[src/rtl/ahb_rr_arbiter_if.sv]
// Arbitration signal bundle between AHB requesters and the round-robin arbiter.
// master: the requesting side of the bus; slave: the arbiter.
interface ahb_rr_arbiter_if #(
  parameter int NUM_MASTERS = 4,
  parameter int MW          = 2
);
  logic [NUM_MASTERS-1:0] HBUSREQ;
  logic [NUM_MASTERS-1:0] HLOCK;
  logic                   HREADY;
  logic [1:0]             HTRANS;
  logic [NUM_MASTERS-1:0] HGRANT;
  logic [MW-1:0]          HMASTER;
  logic [MW-1:0]          HMASTERD;
  logic                   HMASTLOCK;

  modport master (
    output HBUSREQ, HLOCK, HREADY, HTRANS,
    input  HGRANT, HMASTER, HMASTERD, HMASTLOCK
  );

  modport slave (
    input  HBUSREQ, HLOCK, HREADY, HTRANS,
    output HGRANT, HMASTER, HMASTERD, HMASTLOCK
  );
endinterface

[src/rtl/ahb_rr_arbiter.sv]
// Round-robin AHB arbiter with bounded tenure; grant registered, HMASTER one HREADY cycle later.
// HREADY=0 freezes every piece of state; locked owners are never pre-empted.
module ahb_rr_arbiter #(
  parameter int NUM_MASTERS    = 4,
  parameter int MW             = 2,
  parameter int DEFAULT_MASTER = 0,
  parameter int MAX_HOLD       = 8
) (
  input  logic            HCLK,
  input  logic            HRESET,
  ahb_rr_arbiter_if.slave bus
);
  localparam int              HW       = $clog2(MAX_HOLD + 1);
  localparam logic [MW-1:0]   DEF_IDX  = MW'(DEFAULT_MASTER);
  localparam logic [HW-1:0]   HOLD_MAX = HW'(MAX_HOLD);

  typedef enum logic {PARK, OWNED} state_t;

  state_t                 state, state_nxt;
  logic [NUM_MASTERS-1:0] grant, grant_nxt;
  logic [MW-1:0]          owner, owner_nxt;
  logic [MW-1:0]          rr_ptr, rr_ptr_nxt;
  logic [MW-1:0]          hmaster, hmaster_nxt;
  logic [MW-1:0]          hmasterd, hmasterd_nxt;
  logic                   hmastlock, hmastlock_nxt;
  logic [HW-1:0]          hold_cnt, hold_cnt_nxt;

  logic [MW-1:0]          scan_idx;
  logic [MW-1:0]          winner;
  logic                   any_req;
  logic                   others_req;
  logic                   locked;
  logic                   timeout;
  logic                   rearb;
  logic                   unused_ok;

  assign unused_ok = bus.HTRANS[0];

  function automatic logic [NUM_MASTERS-1:0] onehot(input logic [MW-1:0] idx);
    onehot      = '0;
    onehot[idx] = 1'b1;
  endfunction

  // Scan rr_ptr+1 .. rr_ptr+N so the current pointer is considered last.
  always_comb begin
    scan_idx = '0;
    winner   = rr_ptr;
    any_req  = 1'b0;
    for (int k = 1; k <= NUM_MASTERS; k++) begin
      scan_idx = MW'((int'(rr_ptr) + k) % NUM_MASTERS);
      if (!any_req && bus.HBUSREQ[scan_idx]) begin
        winner  = scan_idx;
        any_req = 1'b1;
      end
    end
  end

  assign others_req = |(bus.HBUSREQ & ~grant);
  assign locked     = (state == OWNED) && bus.HLOCK[owner] && bus.HBUSREQ[owner];
  assign timeout    = (hold_cnt == HOLD_MAX);
  assign rearb      = !locked &&
                      ((state == PARK) || !bus.HBUSREQ[owner] || (timeout && others_req));

  always_comb begin
    state_nxt     = state;
    grant_nxt     = grant;
    owner_nxt     = owner;
    rr_ptr_nxt    = rr_ptr;
    hmaster_nxt   = hmaster;
    hmasterd_nxt  = hmasterd;
    hmastlock_nxt = hmastlock;
    hold_cnt_nxt  = hold_cnt;
    if (bus.HREADY) begin
      hmaster_nxt   = owner;
      hmasterd_nxt  = hmaster;
      hmastlock_nxt = bus.HLOCK[owner];
      if (rearb) begin
        hold_cnt_nxt = '0;
        if (any_req) begin
          state_nxt  = OWNED;
          owner_nxt  = winner;
          rr_ptr_nxt = winner;
          grant_nxt  = onehot(winner);
        end else begin
          state_nxt  = PARK;
          owner_nxt  = DEF_IDX;
          grant_nxt  = onehot(DEF_IDX);
        end
      end else if (state == OWNED) begin
        // Timed out with nobody waiting: keep the bus but start a fresh tenure.
        if (timeout && !locked) begin
          hold_cnt_nxt = '0;
        end else if (bus.HTRANS[1] && !timeout) begin
          hold_cnt_nxt = hold_cnt + HW'(1);
        end
      end
    end
  end

  always_ff @(posedge HCLK) begin
    if (HRESET) begin
      state     <= PARK;
      grant     <= onehot(DEF_IDX);
      owner     <= DEF_IDX;
      rr_ptr    <= DEF_IDX;
      hmaster   <= DEF_IDX;
      hmasterd  <= DEF_IDX;
      hmastlock <= 1'b0;
      hold_cnt  <= '0;
    end else begin
      state     <= state_nxt;
      grant     <= grant_nxt;
      owner     <= owner_nxt;
      rr_ptr    <= rr_ptr_nxt;
      hmaster   <= hmaster_nxt;
      hmasterd  <= hmasterd_nxt;
      hmastlock <= hmastlock_nxt;
      hold_cnt  <= hold_cnt_nxt;
    end
  end

  assign bus.HGRANT    = grant;
  assign bus.HMASTER   = hmaster;
  assign bus.HMASTERD  = hmasterd;
  assign bus.HMASTLOCK = hmastlock;
endmodule

[src/flat_wrapper.sv]
// flat-port wrapper written by rule: the top's interface ports become plain ports
module ahb_rr_arbiter_flat 
#(
  parameter int NUM_MASTERS    = 4,
  parameter int MW             = 2,
  parameter int DEFAULT_MASTER = 0,
  parameter int MAX_HOLD       = 8
)
  (HCLK, HRESET, bus_HBUSREQ, bus_HLOCK, bus_HREADY, bus_HTRANS, bus_HGRANT, bus_HMASTER, bus_HMASTERD, bus_HMASTLOCK);
  ahb_rr_arbiter_if #(.NUM_MASTERS(NUM_MASTERS), .MW(MW)) bus_i ();
  input  logic HCLK;
  input  logic HRESET;
  input wire logic [$bits(bus_i.HBUSREQ)-1:0] bus_HBUSREQ;
  input wire logic [$bits(bus_i.HLOCK)-1:0] bus_HLOCK;
  input wire logic [$bits(bus_i.HREADY)-1:0] bus_HREADY;
  input wire logic [$bits(bus_i.HTRANS)-1:0] bus_HTRANS;
  output wire logic [$bits(bus_i.HGRANT)-1:0] bus_HGRANT;
  output wire logic [$bits(bus_i.HMASTER)-1:0] bus_HMASTER;
  output wire logic [$bits(bus_i.HMASTERD)-1:0] bus_HMASTERD;
  output wire logic [$bits(bus_i.HMASTLOCK)-1:0] bus_HMASTLOCK;
  assign bus_i.HBUSREQ = bus_HBUSREQ;
  assign bus_i.HLOCK = bus_HLOCK;
  assign bus_i.HREADY = bus_HREADY;
  assign bus_i.HTRANS = bus_HTRANS;
  assign bus_HGRANT = bus_i.HGRANT;
  assign bus_HMASTER = bus_i.HMASTER;
  assign bus_HMASTERD = bus_i.HMASTERD;
  assign bus_HMASTLOCK = bus_i.HMASTLOCK;
  ahb_rr_arbiter #(.NUM_MASTERS(NUM_MASTERS), .MW(MW), .DEFAULT_MASTER(DEFAULT_MASTER), .MAX_HOLD(MAX_HOLD)) u_core (.HCLK(HCLK), .HRESET(HRESET), .bus(bus_i));
endmodule
[config.mk]
export PLATFORM = sky130hd
export DESIGN_NAME = ahb_rr_arbiter_flat
export DESIGN_NICKNAME = d
export VERILOG_FILES = /design/src/rtl/ahb_rr_arbiter_if.sv /design/src/rtl/ahb_rr_arbiter.sv /design/src/flat_wrapper.sv
export SDC_FILE = /design/constraint.sdc
export NUM_CORES = 1
export LEC_CHECK = 0
export ABC_AREA = 1
export CAP_MARGIN = 0
export CORE_MARGIN = 1.5
export CORE_UTILIZATION = 65
export CTS_CLUSTER_SIZE = 8
export DETAILED_ROUTE_END_ITERATION = 12
export DONT_BUFFER_PORTS = 1
export PLACE_DENSITY_LB_ADDON = 0.05
export SYNTH_ARGS = -nofsm -noshare
export SYNTH_HDL_FRONTEND = slang
export SYNTH_SLANG_ARGS = --single-unit
[constraint.sdc]
create_clock -name HCLK -period 3.2 [get_ports HCLK]
set_clock_uncertainty 0.2 [all_clocks]
set_input_delay 0.64 -clock HCLK [delete_from_list [all_inputs] [get_ports HCLK]]
set_output_delay 0.64 -clock HCLK [all_outputs]
set_load 0.02 [all_outputs]
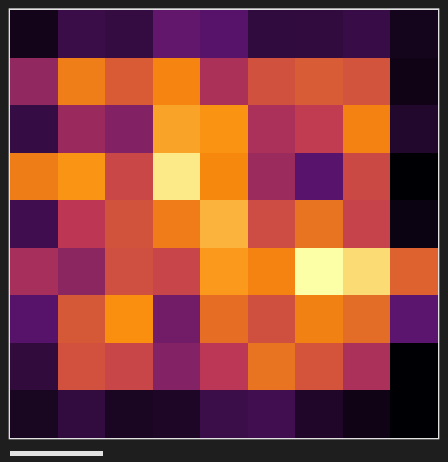
(images/wire_density.png)
Bar = 10 um. The die is cut into 9 by 9 equal tiles; black is low, pale yellow is high, scaled to the fullest tile. Values are wire area over tile area, all layers added.
The mean over all tiles is 0.18. The fullest tile reaches 0.42. 3.7% of the tiles are nearly empty. 48% of the tiles are over half the peak.

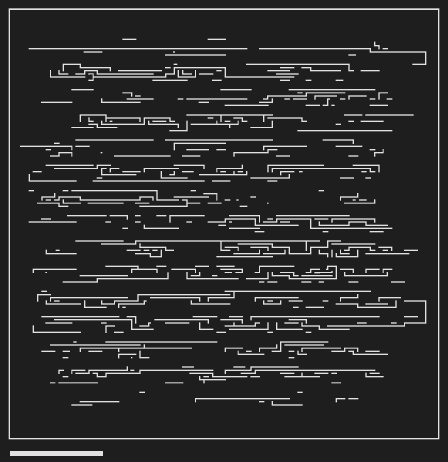
(images/met1.png)
Bar = 10 um.
The longest straight run is 23.5 um. 192 nets have wire on it. The layer holds 47% of the routed length.

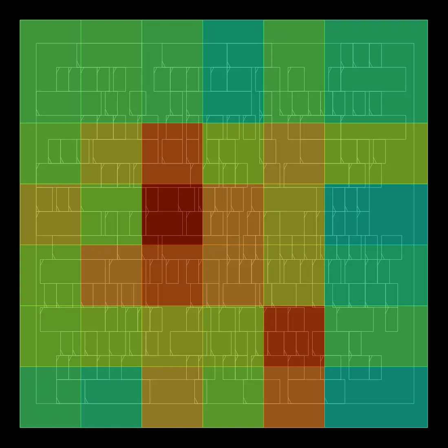
(images/final_congestion.png)
GRT met2 Usage: 0.408
utilization after layout: 0.717
GRT Overall Usage: 0.256

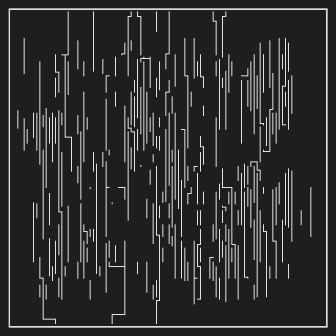
(images/met2.png)
The longest straight run is 18.0 um. The layer carries 1180 um of wire.

-- critical path, delay by kind of cell (launching register included) --
kind,cells,cell delay [ps]
AOI/OAI and AO/OA,1,110
DFF,1,600
and+or+nand+nor,10,900
buffers and inverters,1,170
-- worst paths after layout --
check | slack (ps) | cells after the start | endpoint | startpoint
worst min register to register | 270 | 2 | u_core.state | u_core.state
worst min-delay path | 190 | 1 | u_core.bus.HGRANT[1] | HRESET
worst max-delay path | 1160 | 12 | u_core.bus.HGRANT[1] | u_core.rr_ptr[0]
worst max register to register | 1160 | 12 | u_core.bus.HGRANT[1] | u_core.rr_ptr[0]
-- registers in the layout, indices dropped and copies added (netlist names) --
| signal | flops |
|---|---|
| u_core.bus.HMASTERD | 2 |
| u_core.bus.HGRANT | 4 |
| u_core.rr_ptr | 2 |
| u_core.state | 1 |
| u_core.hold_cnt | 4 |
| u_core.owner | 2 |
| u_core.bus.HMASTER | 2 |
| u_core.bus.HMASTLOCK | 1 |
-- stage by stage --
step           hold WS (ps)  std cells  setup WS (ps)  instance area, um^2   util
2_1_floorplan           241        192           1430                 1210      -
3_3_place_gp            249        213           1260                 1210  0.696
3_5_place_dp            250        213           1200                 1210  0.696
4_1_cts                 186        217           1170                 1250  0.717
5_1_grt                 172        217            926                 1250  0.717
6_report                192        217           1160                 1250  0.717
-- logic make-up after synthesis --
family                     after synthesis  synth area share
and+or+nand+nor                        119             0.467
buffers and inverters                   27            0.0940
AOI/OAI and AO/OA                       26             0.121
DFF                                     18             0.298
adders and majority gates                2            0.0207
-- per-layer routing --
layer	track usage	vias to the layer above	part of all wire
li1	-	611	-
met1	0.344	494	0.47
met2	0.408	22	0.48
met3	0.0510	4	0.039
met4	0.0857	0	0.011
met5	0	-	0
==> results_dict.tcl <==
# metrics dict for downstream scripts
set metrics [dict create \
    final_common_cell "nand2_1" \
    routed_wl_mm 2.48 \
    power.switching_mw 0.634 \
    grt_pass1_wl_mm 3.96 \
    warning_count 28 \
    max_stage_delay_ps 600 \
    cts-root-buf "clkbuf_4" \
    rows 15 \
    buffers 0 \
    vias_per_cell 5.21 \
    edf_count 0 \
    post_cts_resize_count 0 \
    power-top-group "combinational logic" \
    rsz0062_at_grt "no" \
    post_drt_wl_per_cell_um 11.4 \
    comb_power_mw 0.688 \
    clkbuf_count 4 \
    finalMaxSlewViolations 0 \
    worstPathCellList "inv_2 > nand2_1 > nand2_2 > nand2_4 > nand2_4 > nor2_4 > nand2_1 > nand2_1 > nand2_2 > nor2_4 > nand2_1 > a21oi_2" \
    biggestCellCategory "combinational gates" \
    io_pins 22 \
    maxCapViolations 0 \
    cpMaxStageDelayCell "dfxtp_1" \
    nNetsFinal 208 \
    cp_max_fo 13 \
    cts_tree "yes" \
    ys_ff 18 \
    cp.required_ps 3240 \
    combPwrFrac 0.562 \
    non_clock_buffer_area_share 0 \
    logic_gate_count 147 \
    ys_area_um2 1210 \
    p_int_mw 0.591 \
    async_flop_share 0 \
    syn_inst 192 \
    outcome "completed" \
    logic_area_um2 737 \
    grt_pass1_vias 970 \
    core_area_um2 1750 \
    relSlewSlack 0.709 \
    clk_latency_ps 290 \
    die_area_um2 2130 \
    topCellsByArea "dfxtp_1 30%, nand2_1 21%, nand3_1 7.9%, inv_1 5.9%, a21oi_1 5.8%" \
    power.density_nw_per_um2 979 \
    yosysWarnings 0 \
    comb_share 0.589 \
    dp_hpwl_mm 2.00 \
    peakVddDrop_mv 0.706 \
    place_congestion 0.950 \
    synthMostInstantiatedCell "nand2_1" \
    clkPwrFrac 0.113 \
    initCoreUtil 0.694 \
    diodes 0 \
    synthTopCellsByCount "69 x nand2_1, 19 x inv_1, 19 x nand3_1" \
    overflow 0 \
    yosys_most_used_dff "dfxtp_1" \
    worst_slew_pin_slew_ps 436 \
    clock_path_buffers 2 \
    syn-num-nets 207 \
    p_leak_nw 0.585 \
    pwr-share-seq 0.325 \
    critPathCaptureType "flop" \
    hold_violations 0 \
    drcViolationCount 0 \
    fin_crit_ps 2040 \
    cts_inserted_buffers 3 \
    taps 25 \
    yosys_cells 192 \
    grt_max_degree 14 \
    portBuffers 0 \
    first_pass_iters 4 \
    clk_pin_slew_ps 100 \
    seq_cells 18 \
    timing.fmax_ghz 0.489 \
    yosysTopAreaCell "dfxtp_1" \
    worstPathArrival_ps 2080 \
]
Power is estimated from default activity; no workload was simulated.
